Design twos_comp_serial, sky130hd; sources not shown.
Fig. 1: nets reached from selected ports
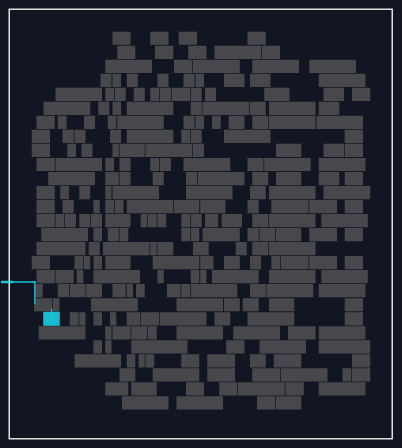
colour	port	bits	direction	edge	end cells	buffers	wire
cyan	mode	1	input	left	1	1	10.3 µm
PortBufs: 37
I/O pins: 39

Fig. 2: metal 2
Cells faint in the background.
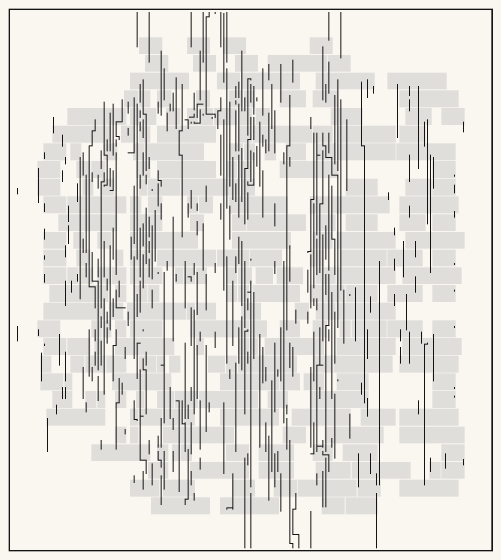
longest straight run	39.5 µm
wire length on this layer	2260 µm
via count: 1753
met2 usage: 26.0%

Fig. 3: met3 routing
The bar under the picture is 20 µm long.
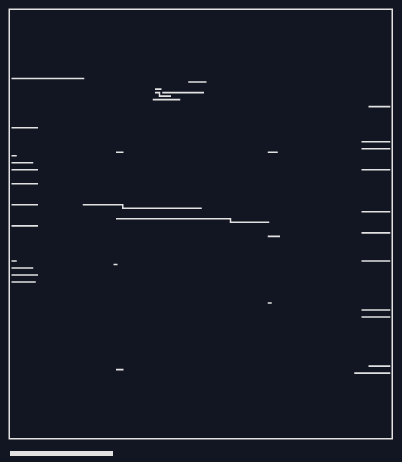
nets with wire on the layer	29
longest straight run	22.1 µm
main direction	horizontal
wire length on this layer	194 µm
routing usage on met3: 4.00%
routed wire length: 4.78 mm

Fig. 4: placed cells, one colour a class
Fill, decap, tap and diode cells in grey.
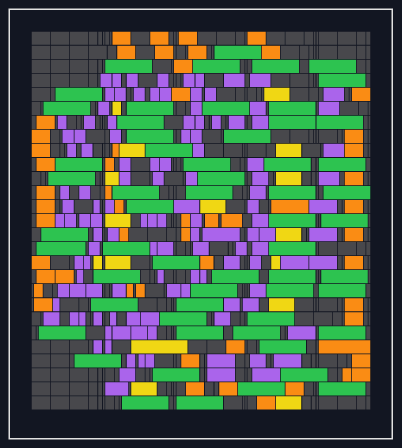
colour	class	cells	share of their area
orange	remaining buffers and delay cells	54	17%
yellow	clock drivers and dummy loads	16	6.7%
purple	remaining logic cells	122	29%
green	registers	58	47%
core area: 0.00483 mm²
Finished Core Util: 64.9%
row count: 27
design area: 0.00313 mm²
Seq/total area: 46.3%

==> job_summary.md <==
## Implementation flow summary

| Metric | Value |
|---|---|
| Outcome | completed |
| Nets | roughly 270 |
| Detailed-route DRC error count | 0 |
| Cycle use final | 88.2% |
| Final hold slack | ~0.32 ns |
| Final hold vios | 0 |
| EDFF count, synth | 0 |
| Yosys Instances | between 150 and 200 |
| OpenROAD warnings | 26 |
| Max-Cap Viols | 0 |
| Critical Path Stages | 1 |
| Setup violators final | 0 |
| VDD IR-drop max | approximately 0.76 mV |
| Slew Limit Fails | 0 |
| Main flop type | dfrtp_1 |
| GRT Util Overall | between 10% and 20% |
| Leading area contributor after synthesis | dfrtp_1 |
| Leak | between 1 and 1.5 nW |
| Synth area leaders | dfrtp_1 58%, o22ai_1 7.7%, a22o_1 6.1% |
| Library cells used by synthesis | 36 |
| Worst-path cell chain | clkdlybuf4s50_1 |
| Setup ws final | ~0.24 ns |
| Clock slew at reported path FFs | roughly 0.06 ns |
| Crit-path max cell delay | ~0.6 ns |
| Setup CP Type | flop to output pin |
| Critical path's slowest cell | clkdlybuf4s50_1 |
| DPL Wire Length | between 3 and 4 mm |
| F_max | ~550 MHz |
| Layout cells sized above 1 | between 10% and 20% |
| DR iter-0 viols | roughly 120 |
| Area leader share | 58.3% |
| Largest net degree at the start of global routing | 36 |
| Area grow syn2layout | 28.2% |
| Syn_area_per_cell | around 13 µm² |
| Sequential element share of the synthesized area | 59.4% |
| Avg WL per Cell | around 16 µm |
| Clock period minus final worst setup slack | about 1.8 ns |
| Antenna Nets Post-Route | 0 |
| TritonCTS Buffers | 9 |
| Die width | around 74 µm |
| Clk root buf | clkbuf_8 |
| CP delay by family, top | buffers and inverters |
| Filler cell count | about 400 |
| Req. time, crit path | roughly 1.7 ns |
| Register area | 0.00145 mm² |
| Crit. End Element | output pin |
| Hold Path Class | primary input to flop |
| Die height | just over 80 µm |
| GR Overflow Total | 0 |
| R2R setup slack | approximately 0.27 ns |
| Slew @ Worst Pin | between 0.7 and 0.8 ns |
[final cells by class]
class	count	share of cell area (%)
Clock buffer	11	4.83
Timing Repair Buffer	40	13.2
Inverter	4	0.479
Sequential cell	58	46.3
Clock inverter	5	1.68
Buffer	14	2.95
Multi-Input combinational cell	118	28.2
Tap cell	58	2.32
[layout by cell type (no fill, tap or decap), types with 3 or more instances in the layout]
master / Yosys / routed
buf_2: 7 / 8
dfrtp_1: 57 / 57
clkdlybuf4s50_1: 0 / 36
o22ai_1: 30 / 30
clkbuf_8: 0 / 11
nor2_1: 3 / 3
a21oi_1: 18 / 18
nor4_1: 3 / 3
mux2_4: 9 / 9
nand2_1: 6 / 6
mux2_2: 6 / 6
o21ai_0: 7 / 7
a22o_1: 17 / 17
clkinv_2: 0 / 3
[power by group]
part	internal [W]	switching (W)	total [W]	leakage, nW
Clock	0.000620	0.000438	0.00106	0.105
Sequential	0.00165	0.000434	0.00209	0.722
Combinational	0.000973	0.000889	0.00186	0.539
[what timing repair did]
| action | 4_1_cts | 5_1_grt |
|---|---|---|
| hold buffers | 2 | 0 |
| setup buffers | 0 | 0 |
| hold endpoints to repair | 35 | 0 |
[logic make-up after synthesis]
family | share of synthesized area (%)
AND/OR/NAND/NOR | 5.83
adder cells (fa/ha/maj) | 0.512
flip-flops | 59.4
AND-OR/OR-AND | 20.8
buffers and inverters | 4.40
XOR/XNOR | 0.358
multiplexers | 8.70
[per-layer routing]
metal / up-vias / GRT usage (%) / routed length (µm)
li1: 842 / - / -
met1: 860 / 22.8 / 2240
met2: 41 / 26.0 / 2260
met3: 10 / 4.00 / 193
met4: 0 / 8.40 / 95
met5: - / 0 / 0
[through the flow]
| stage | cells | instance area (µm²) | TNS [ns] |
|---|---|---|---|
| 2_1_floorplan | 194 | 2440 | 0 |
| 3_3_place_gp | 289 | 2890 | -67.02 |
| 3_5_place_dp | 290 | 2910 | 0 |
| 4_1_cts | 308 | 3130 | 0 |
| 5_1_grt | 308 | 3130 | 0 |
| 6_report | 308 | 3130 | 0 |
[cell usage after synthesis, types with 2 or more instances]
cell	count
buf_4	2
o22ai_1	30
nor4_1	3
nor2b_1	2
nor2_1	3
buf_2	7
a21oi_1	18
dfrtp_1	57
nand2_1	6
clkinv_1	2
clkbuf_1	2
mux2_2	6
a22o_1	17
inv_1	2
o21ai_0	7
mux2_4	9
a41oi_1	2
No activity file was given, so power comes from the tool's default toggle rates.
